Run 1, track usage over the die:
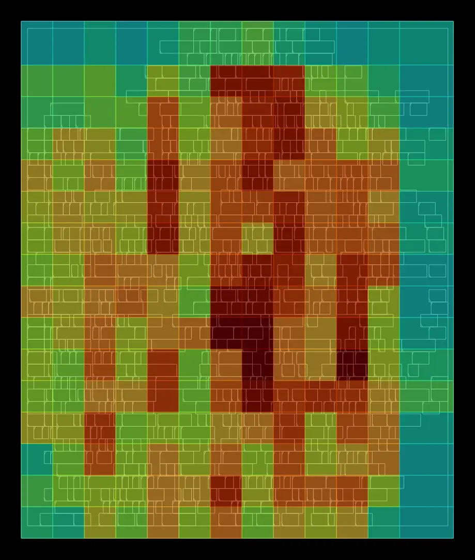
Run 1, cell sizes after repair:
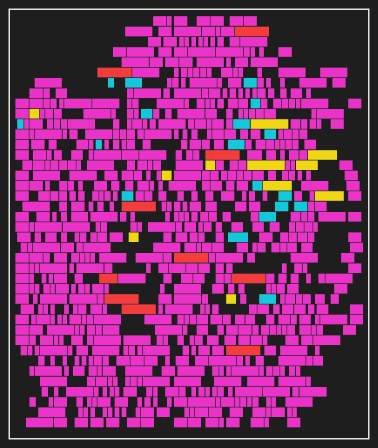
Run 1, placed cells, one colour a class:
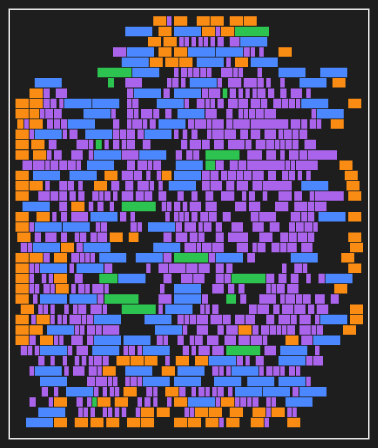
Design bip_run_controller, sky130hd; sources not shown.
==> impl_metrics.py, run 1 <==
# Generated from Yosys and OpenROAD reports
metrics = {
    "yosys": {
        "ys_area_um2": 5348,
        "synth_area_um2": 5348,
        "ys_async_sr_fraction_pct": 0,
        "flop_cell": "dfxtp_1",
        "common_cells": "139 x nand2_1, 92 x dfxtp_1, 69 x a21oi_1, 60 x nor2_1, 32 x o21ai_0",
        "ys.flops": 92,
    },
    "clock_network": {
        "htree_num_levels": 3,
        "cts.repair.resized": 0,
        "numCtsBuffers": 9,
        "cts.clk_slew.worst_paths_ns": 0.06,
    },
    "routing": {
        "drtPass1Iterations": 6,
        "vias": 5453,
    },
    "grt": {
        "grt_use_total_pct": 28.83,
    },
    "run_status": {
        "status": "completed",
    },
    "sta": {
        "tightest_slew_ns": 0.9551,
        "finalCritPeriodShare_pct": 71.36,
    },
    "pwr": {
        "power.largest_group": "sequential cells",
        "pg_comb_w": 0.000229,
        "pwr-share-comb_pct": 15.4,
    },
    "final_layout": {
        "sh_comb_area_pct": 47.82,
        "clock_cell_area_share_pct": 4.151,
        "syn2layout_area_growth_pct": 22.32,
        "stdcell_count": 896,
        "post_route_cells_drive_above_1_share_pct": 5.065,
    },
    "placed_design": {
        "dp.cells": 880,
        "placed_area_um2": 6270,
        "place_ws_ns": 1.609,
    },
    "setup_path": {
        "path_common_cell": "clkdlybuf4s50_1",
        "timing.reg2reg.setup_slack_ns": 1.80,
        "worstSetupEndpointType": "primary output",
    },
    "floorplan": {
        "chipArea_um2": 10700,
        "taps": 126,
    },
}
## Picture notes: 'track usage over the die'
met3 Usage GRT: 6.989%
met2 Use GR: 49.42%

## Picture notes: 'cell sizes after repair'
Yellow stands for x3 and x4, cells 11, share 1.4%, most used buf_4. Magenta stands for x1 and smaller, cells 731, share 95%, most used nand2_1. Cyan stands for x2, cells 18, share 2.3%, most used nand4_2. Red stands for x6 and larger, cells 10, share 1.3%, most used clkbuf_16.
final worst setup slack: 1.607 ns
cell area after layout: 6541 um^2
bufs w/o clock: 112

## Picture notes: 'placed cells, one colour a class'
Green stands for clock drivers and dummy loads, cells 16, share of their area 4.3%. Purple stands for remaining logic cells, cells 550, share of their area 50%. Blue stands for registers, cells 92, share of their area 29%. Orange stands for remaining buffers and delay cells, cells 112, share of their area 17%.
core area: 10,010 um^2
Site Rows: 40
Seq area share: 28.16%
final core utilization: 65.35%

-- run 1: cells by family (layout without fill, tap and decap cells) --
| logic type | count (synthesis) | after routing | share of synthesized area [%] |
|---|---|---|---|
| muxes | 2 | 2 | 0.3744 |
| xor gates and xnor gates | 36 | 36 | 5.896 |
| DFF | 92 | 92 | 34.44 |
| and+or+nand+nor | 331 | 331 | 31.38 |
| AOI/OAI and AO/OA | 168 | 168 | 19.91 |
| adders and majority gates | 4 | 4 | 0.9359 |
| buffers and inverters | 67 | 137 | 7.066 |
-- run 1: metal layers --
metal / track usage, % / wire length (um) / up-vias
met5: 0 / 0 / -
met4: 14.55 / 566 / 0
met3: 6.989 / 1279 / 60
met2: 49.42 / 7440 / 267
met1: 32.97 / 5831 / 2500
li1: - / - / 2626
Run 1, cell density map:
9 x 11 tiles, from black (low) to pale yellow (high), 0 to 100% covered.
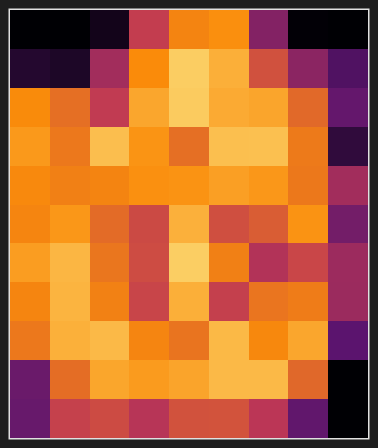

==> run 1 -> run 2 <==
--- a/config.mk
+++ b/config.mk
@@ -7,10 +7,10 @@
 export LEC_CHECK = 0
 export CAP_MARGIN = 10
 export CORE_ASPECT_RATIO = 1.2
-export CORE_UTILIZATION = 52
+export CORE_UTILIZATION = 48
 export CTS_CLUSTER_DIAMETER = 120
 export DETAILED_ROUTE_END_ITERATION = 6
-export PLACE_DENSITY = 0.95
+export PLACE_DENSITY = 0.9
 export SLEW_MARGIN = 10
 export SYNTH_ARGS = -nofsm -noshare
 export SYNTH_HDL_FRONTEND = slang
==> constraint.sdc (replaced) <==
create_clock -name clock_in -period 4 [get_ports clock_in]
set_input_delay 1 -clock clock_in [delete_from_list [all_inputs] [get_ports clock_in]]
set_output_delay 1 -clock clock_in [all_outputs]
set_load 0.005 [all_outputs]
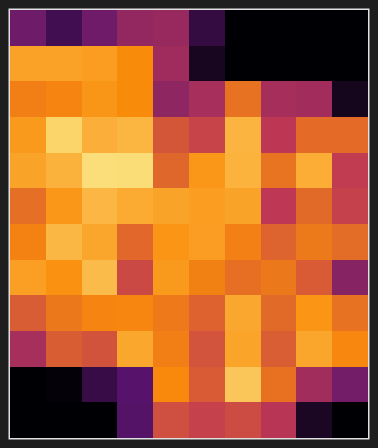
Run 2: cell density map
10 x 12 tiles, from black (low) to pale yellow (high), 0 to 100% covered.
The emptiest ninth of the die: upper right. 30% of the tiles are over 75% full. The mean over all tiles is 56%. The fullest tile reaches 93%.
Starting Density: 50.12%
final core utilization: 62.03%
core area: 10,670 um^2

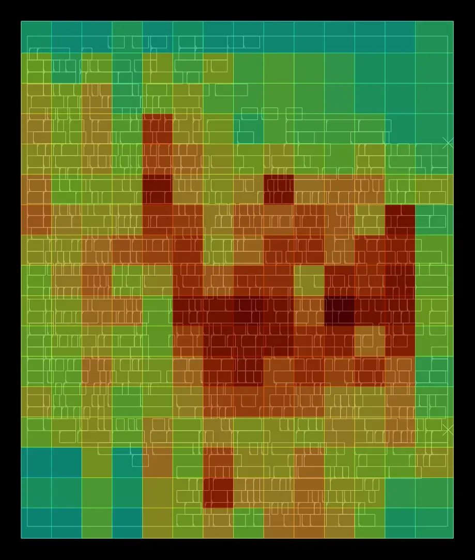
Run 2: track usage over the die
gr usage total: 26.07%
drt wl/cell: 16.38 um
GR peak layer: met2
met2 Use GR: 44.63%
met1 GRT Util: 30.06%

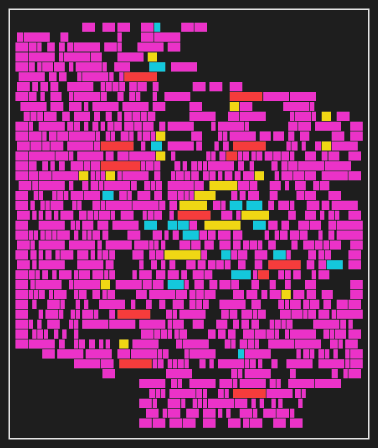
Run 2: cell sizes after repair
Red stands for x6 and larger, cells 12, share 1.5%, most used clkbuf_16. Cyan stands for x2, cells 17, share 2.2%, most used nand4_2. Magenta stands for x1 and smaller, cells 729, share 94%, most used nand2_1. Yellow stands for x3 and x4, cells 18, share 2.3%, most used buf_4.
Area Growth Syn to Fin: 23.77%
cell area after layout: 6619 um^2
final worst setup slack: 0.6031 ns
bufs w/o clock: 118

==> impl_metrics.py, run 2 <==
# Generated from Yosys and OpenROAD reports
metrics = {
    "yosys": {
        "ys_async_sr_fraction_pct": 0,
        "flop_cell": "dfxtp_1",
        "top_logic_kind": "simple AND/OR/NAND/NOR gates",
        "ys_sh_aoi_pct": 19.91,
        "ys_area_um2": 5348,
        "synth_adder_area_share_pct": 0.9359,
        "largest_area_cell": "dfxtp_1",
        "xor_share_pct": 5.896,
        "ys.flops": 92,
        "synthSimpleGateAreaFrac_pct": 31.38,
        "mux_area_share_pct": 0.3744,
    },
    "routing": {
        "drtPass1Iterations": 7,
        "drc": 2,
        "vias": 5428,
    },
    "pwr": {
        "pwr-share-comb_pct": 14.9,
        "leakage_nw": 2.307,
        "pg_comb_w": 0.000322,
        "power.largest_group": "sequential cells",
    },
    "placed_design": {
        "dp.cells": 889,
        "place_ws_ns": 0.7595,
        "placed_area_um2": 6319,
    },
    "clock_network": {
        "cts.clk_slew.worst_paths_ns": 0.07,
        "htree_num_levels": 3,
        "numCtsBuffers": 9,
        "cts.repair.resized": 0,
    },
    "run_status": {
        "status": "finished, violations left",
        "failed_checks": "DRC",
    },
    "setup_path": {
        "timing.reg2reg.setup_slack_ns": 0.60,
        "worstSetupEndpointType": "flip-flop",
    },
    "sta": {
        "tightest_slew_ns": 0.8505,
        "finalCritPeriodShare_pct": 84.92,
    },
    "floorplan": {
        "rows": 41,
        "chipArea_um2": 11570,
    },
    "final_layout": {
        "post_route_cells_drive_above_1_share_pct": 6.057,
        "diodes": 0,
        "stdcell_count": 905,
    },
}
## run 2: cell counts after synthesis
Identical to the previous run, type by type.
## run 2: layer usage
layer | part of all wire [%] | vias to the layer above | track usage, %
li1 | - | 2644 | -
met1 | 40 | 2507 | 30.06
met2 | 48 | 225 | 44.63
met3 | 7.3 | 52 | 5.879
met4 | 4.2 | 0 | 13.81
met5 | 0 | - | 0
## run 2: critical path, cell delays in order (launching register included)
cell,delay (ns)
dfxtp_1,0.66
nand4_4,0.27
or3_1,0.65
nor2_1,0.39
o22ai_1,0.13
nor4_1,0.42
nand4_1,0.26
o21ai_0,0.35
o21ai_0,0.14
## run 2: layout make-up
type                       count  area share [%]
clock buffer                   9           3.403
clock inverter                 7           1.134
inverter                       9          0.5104
multi-input combinational    541           47.26
sequential                    92           27.83
tap                          129           2.439
timing repair buffer         118           17.43
Power figures rest on the tool's default switching activity, not on a simulated workload.
